Cell placement:
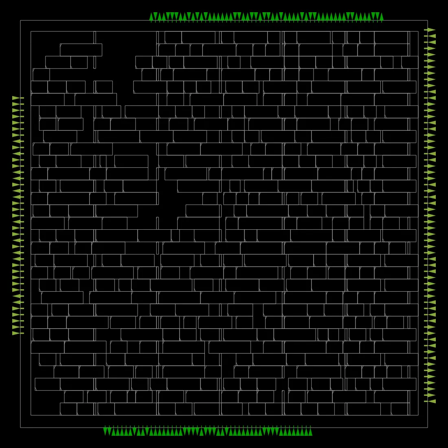
Cells coloured by class:
Fill, decap, tap and diode cells in grey.
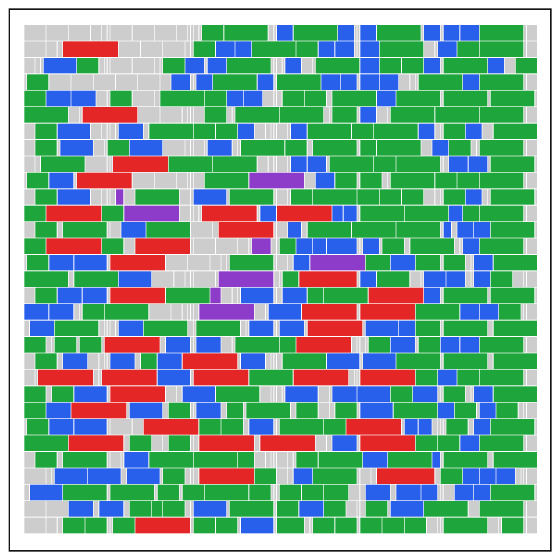
Signal metal coverage by tile:
18 x 18 tiles, from dark blue (low) to red (high), scaled to the fullest tile. Values are wire area over tile area, all layers added.
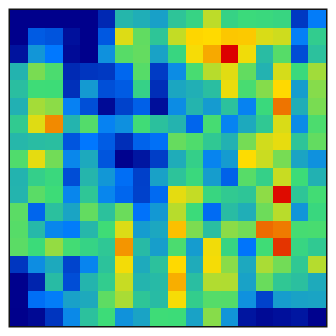
Wires at chosen ports, followed through buffers:
Scale bar: 20 um.
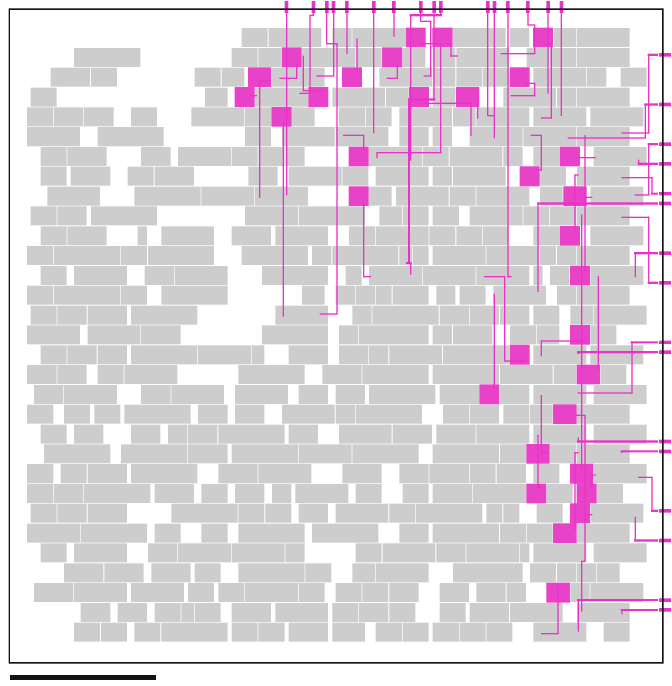
Supply network:
Scale bar: 20 um. Pins as bars on the die edge. Tap cells in grey.
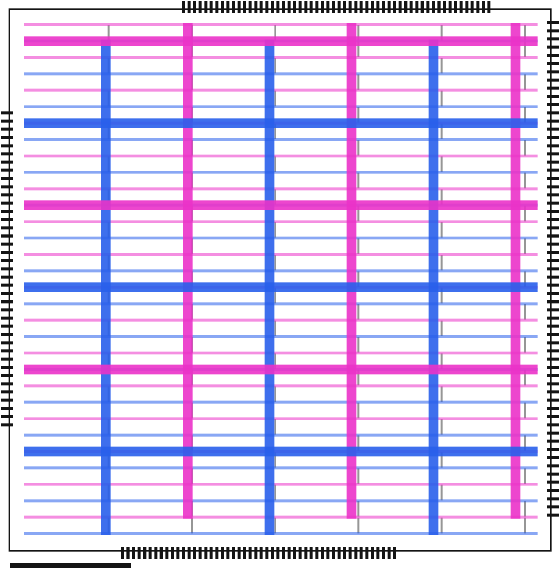
`src/rtl/core_pkg.sv`:
```
// Shared core types: bus widths plus the read-arbiter state encoding.
// Purely declarative; no logic and no flow control here.
package core_pkg;

    localparam int ADDR_WIDTH  = 32;
    localparam int DATA_WIDTH  = 32;
    localparam int ARB_REQ_NUM = 2;

    typedef enum logic [1:0] {
        ARB_IDLE,
        ARB_ADDR,
        ARB_DATA
    } arb_state_t;

endpackage

```
`src/rtl/core_arb_picker.sv`:
```
// One-hot grant picker for the read arbiter (bit 0 fetch, bit 1 load/store); purely combinational, zero latency.
// No backpressure of its own; ARB_ROUND_ROBIN_EN selects pointer-based round-robin, otherwise load/store has fixed priority.
module core_arb_picker
    import core_pkg::*;
(
    input  logic [ARB_REQ_NUM-1:0] i_req,
`ifdef ARB_ROUND_ROBIN_EN
    input  logic                   i_ptr,
`endif
    output logic [ARB_REQ_NUM-1:0] o_gnt
);

    always_comb begin
        o_gnt = '0;
`ifdef ARB_ROUND_ROBIN_EN
        // i_ptr names the requester preferred on a tie
        if (i_ptr) begin
            if (i_req[1])      o_gnt = 2'b10;
            else if (i_req[0]) o_gnt = 2'b01;
        end else begin
            if (i_req[0])      o_gnt = 2'b01;
            else if (i_req[1]) o_gnt = 2'b10;
        end
`else
        if (i_req[1])      o_gnt = 2'b10;
        else if (i_req[0]) o_gnt = 2'b01;
`endif
    end

endmodule

```
`src/rtl/core_axil_read_arbiter.sv`:
```
// Shares one AXI-lite read port between fetch (0) and load/store (1); one read in flight, 3 cycles minimum per read.
// ARREADY is offered only in IDLE and the R channel passes RREADY straight through; ARB_ROUND_ROBIN_EN selects round-robin arbitration.
module core_axil_read_arbiter #(
    parameter int ADDR_WIDTH = core_pkg::ADDR_WIDTH,
    parameter int DATA_WIDTH = core_pkg::DATA_WIDTH
) (
    input  logic                  clk,
    input  logic                  rst,

    input  logic [ADDR_WIDTH-1:0] if_ARADDR,
    input  logic                  if_ARVALID,
    output logic                  if_ARREADY,
    output logic [DATA_WIDTH-1:0] if_RDATA,
    output logic                  if_RVALID,
    input  logic                  if_RREADY,

    input  logic [ADDR_WIDTH-1:0] ls_ARADDR,
    input  logic                  ls_ARVALID,
    output logic                  ls_ARREADY,
    output logic [DATA_WIDTH-1:0] ls_RDATA,
    output logic                  ls_RVALID,
    input  logic                  ls_RREADY,

    output logic [ADDR_WIDTH-1:0] m_ARADDR,
    output logic                  m_ARVALID,
    input  logic                  m_ARREADY,
    input  logic [DATA_WIDTH-1:0] m_RDATA,
    input  logic                  m_RVALID,
    output logic                  m_RREADY
);

    import core_pkg::*;

    arb_state_t              r_state;
    arb_state_t              w_state_nxt;
    logic                    r_grant;
    logic [ADDR_WIDTH-1:0]   r_araddr;
    logic                    r_arvalid;
    logic [ARB_REQ_NUM-1:0]  w_req;
    logic [ARB_REQ_NUM-1:0]  w_gnt;
    logic                    w_ar_hs;
    logic                    w_r_hs;

    assign w_req = {ls_ARVALID, if_ARVALID};

`ifdef ARB_ROUND_ROBIN_EN
    logic r_ptr;

    core_arb_picker u_picker (
        .i_req (w_req),
        .i_ptr (r_ptr),
        .o_gnt (w_gnt)
    );

    // After each completed read the other requester gets the tie-break
    always_ff @(posedge clk or negedge rst) begin
        if (!rst) begin
            r_ptr <= 1'b0;
        end else if (w_r_hs) begin
            r_ptr <= ~r_grant;
        end
    end
`else
    core_arb_picker u_picker (
        .i_req (w_req),
        .o_gnt (w_gnt)
    );
`endif

    assign w_r_hs = (r_state == ARB_DATA) && m_RVALID && m_RREADY;

    always_ff @(posedge clk or negedge rst) begin
        if (!rst) begin
            r_state <= ARB_IDLE;
        end else begin
            r_state <= w_state_nxt;
        end
    end

    always_comb begin
        w_state_nxt = r_state;
        w_ar_hs     = 1'b0;
        if_ARREADY  = 1'b0;
        ls_ARREADY  = 1'b0;
        if_RVALID   = 1'b0;
        if_RDATA    = '0;
        ls_RVALID   = 1'b0;
        ls_RDATA    = '0;
        m_RREADY    = 1'b0;
        unique case (r_state)
            ARB_IDLE: begin
                if_ARREADY = w_gnt[0];
                ls_ARREADY = w_gnt[1];
                if (|w_gnt) begin
                    w_ar_hs     = 1'b1;
                    w_state_nxt = ARB_ADDR;
                end
            end
            ARB_ADDR: begin
                if (m_ARREADY) begin
                    w_state_nxt = ARB_DATA;
                end
            end
            ARB_DATA: begin
                if (r_grant) begin
                    ls_RVALID = m_RVALID;
                    ls_RDATA  = m_RDATA;
                    m_RREADY  = ls_RREADY;
                end else begin
                    if_RVALID = m_RVALID;
                    if_RDATA  = m_RDATA;
                    m_RREADY  = if_RREADY;
                end
                if (w_r_hs) begin
                    w_state_nxt = ARB_IDLE;
                end
            end
            default: begin
                w_state_nxt = ARB_IDLE;
            end
        endcase
    end

    // Winner's address is captured so the requester may move on immediately
    always_ff @(posedge clk or negedge rst) begin
        if (!rst) begin
            r_araddr  <= '0;
            r_arvalid <= 1'b0;
            r_grant   <= 1'b0;
        end else if (w_ar_hs) begin
            r_araddr  <= w_gnt[1] ? ls_ARADDR : if_ARADDR;
            r_grant   <= w_gnt[1];
            r_arvalid <= 1'b1;
        end else if ((r_state == ARB_ADDR) && m_ARREADY) begin
            r_arvalid <= 1'b0;
        end
    end

    assign m_ARADDR  = r_araddr;
    assign m_ARVALID = r_arvalid;

endmodule

```
`config.mk`:
```
export PLATFORM = sky130hd
export DESIGN_NAME = core_axil_read_arbiter
export DESIGN_NICKNAME = d
export VERILOG_FILES = /design/src/rtl/core_pkg.sv /design/src/rtl/core_arb_picker.sv /design/src/rtl/core_axil_read_arbiter.sv
export SDC_FILE = /design/constraint.sdc
export NUM_CORES = 1
export LEC_CHECK = 0
export CAP_MARGIN = 20
export CORE_MARGIN = 2
export CORE_UTILIZATION = 32
export CTS_BUF_LIST = sky130_fd_sc_hd__clkbuf_16
export DETAILED_ROUTE_END_ITERATION = 10
export PLACE_DENSITY = 0.84
export SLEW_MARGIN = 20
export SYNTH_ARGS = -nofsm -noshare
export SYNTH_HDL_FRONTEND = slang
export SYNTH_SLANG_ARGS = --single-unit
```
`constraint.sdc`:
```
create_clock -name clk -period 1.8 [get_ports clk]
set_clock_uncertainty 0.05 [all_clocks]
set_input_delay 0.27 -clock clk [delete_from_list [all_inputs] [get_ports clk]]
set_output_delay 0.27 -clock clk [all_outputs]
set_load 0.1 [all_outputs]
```
==> flow_summary.toml <==
# flow metrics
[timing]
layout_setup_ws_ps = -120.7
tns_ps = -3624
finalSetupViolCount = 62

[logic_synthesis]
ys.flop_type = "dfrtp_1"
synth.top_cells.by_area = "dfrtp_1 39%, mux2_4 18%, and2_1 18%"
synth-async-reset-ratio_pct = 100.0
syn-num-nets = 302
yosysTopAreaCell = "dfrtp_1"
yosys.stat.seqShare_pct = 38.54

[placement]
dp_hpwl_um = 7808

[setup_path]
crit_path_top_delay_cell = "dfrtp_2"

[clock_network]
clock-root-buffer = "clkbuf_16"
clk-insertion-delay-late_ps = 270
clk_pin_slew_ps = 60

[power]
p_clk_share_pct = 7.3
powerDensity_nw_per_um2 = 1961
p_leak_nw = 2.566

[final_layout]
drive_above_1_share_pct = 64.10
fill_cells = 361

[status]
status = "finished, violations left"
violations = "setup timing"

[die]
die_h_um = 89.46

[grt]
antenna_found_initial = 0
Notes on 'cell placement' above:
flip-flops: 36
Finished Layout Cells: 514
Rows: 31

Notes on 'cells coloured by class' above:
| class | colour | cells |
|---|---|---|
| clock drivers and dummy loads | purple | 8 |
| registers | red | 36 |
| remaining logic cells | blue | 148 |
| remaining buffers and delay cells | green | 223 |
Util after Layout: 82.53%
fin area: 5922 um^2
sequential share of cell area: 15.25%

Notes on 'signal metal coverage by tile' above:
fullest tile: 0.48
emptiest ninth of the die: top left
tiles over half the peak: 35%
gr usage total: 23.44%
drt total wl: 9710 um
vias: 2426
DR WL/cell: 18.89 um

Notes on 'wires at chosen ports, followed through buffers' above:
| port | colour | direction | end cells | buffers | wire |
|---|---|---|---|---|---|
| `ls_RDATA` | magenta | output | 32 | 32 | 815 um |
Top-Level Pins: 206
I/O Buffers: 205

Notes on 'supply network' above:
| net | colour |
|---|---|
| VDD | magenta |
| VSS | blue |
met1 rails: 32
signal pins: 206
met5 straps: 6
tap cells: 99
Core Region: 7176 um^2
peak supply drop: 1.816 mV

[cell families (layout without fill, tap and decap cells)]
| group | Yosys count | in the layout | share of synthesized area (%) |
|---|---|---|---|
| AOI/OAI and AO/OA | 4 | 4 | 1.177 |
| buffers and inverters | 15 | 232 | 4.175 |
| DFF | 36 | 36 | 38.54 |
| muxes | 65 | 65 | 35.76 |
| and+or+nand+nor | 78 | 78 | 20.34 |
[flip-flops by register name, indices dropped and copies added, names as in the netlist]
signal and flops:
m_ARADDR 32, r_state 2, m_ARVALID 1, r_grant 1
[routing by layer]
layer	GRT usage [%]	part of all wire, %	up-vias
li1	-	-	1089
met1	21.20	31	1181
met2	47.27	58	136
met3	8.033	8.3	20
met4	8.277	2.8	0
met5	0	0	-
[how the worst max path moves through the flow]
stage,slack (ps),start,end,cells past startpoint
finish,-120,r_grant,ls_RDATA[17],5
global route,-150,r_grant,ls_RDATA[19],5
CTS,-40,r_state[0],if_RDATA[18],5
detailed placement,-80,ls_ARVALID,m_ARADDR[1],4
global placement,-10,ls_ARVALID,m_ARADDR[22],4
floorplan,4,r_state[0],ls_RDATA[10],4
[final cells by class]
class                      count  area (um^2)  area share (%)
multi-input combinational    147         1489           25.14
clock inverter                 3        17.52          0.2958
inverter                       1        3.754         0.06338
clock buffer                   5        125.1           2.113
tap                           99        123.9           2.092
sequential                    36        903.4           15.25
timing repair buffer         223         3259           55.04
[power by group through the flow]
stage	combinational, W	clock (W)	sequential, W
floorplan	0.00292	0	0.00423
global route	0.00925	0.000895	0.00178
detailed placement	0.00886	0	0.00171
CTS	0.00901	0.000859	0.00173
finish	0.00903	0.000845	0.00174
global placement	0.00875	0	0.00169
[repair_timing]
item                                   4_1_cts  5_1_grt
setup buffers                                2        0
gates resized                               23       26
hold buffers                                 1        0
endpoints found under the hold margin       16        0
pin swaps                                    1       12
setup endpoints to repair                   67       78
cloned                                       3        0
[critical path, delay by kind of cell (launching register included)]
| kind | cells | cell delay [ps] |
|---|---|---|
| DFF | 1 | 430 |
| buffers and inverters | 3 | 480 |
| and+or+nand+nor | 2 | 390 |
[stage by stage]
| stage | total power, W | worst slack [ps] | cell area (um^2) | hold WS [ps] |
|---|---|---|---|---|
| after floorplan | 0.007148 | 4.221 | 2425 | -75.59 |
| after global placement | 0.01045 | -10.75 | 5639 | 170.9 |
| after detailed placement | 0.01058 | -78.80 | 5639 | 171.6 |
| after CTS | 0.01160 | -40.48 | 5884 | 411.0 |
| after global routing | 0.01192 | -154.3 | 5922 | 465.0 |
| final | 0.01161 | -120.7 | 5922 | 403.5 |
[placed cells by master (no fill, tap or decap), types with 3 or more instances in the layout]
master	netlist	layout
mux2_4	28	28
dfrtp_1	36	34
buf_4	0	9
and2_2	0	37
clkdlybuf4s50_1	0	101
buf_6	5	5
mux2_2	36	36
buf_12	0	104
and2_4	0	29
nor2_2	0	3
clkbuf_16	0	5
Power and IR drop assume default switching activity.
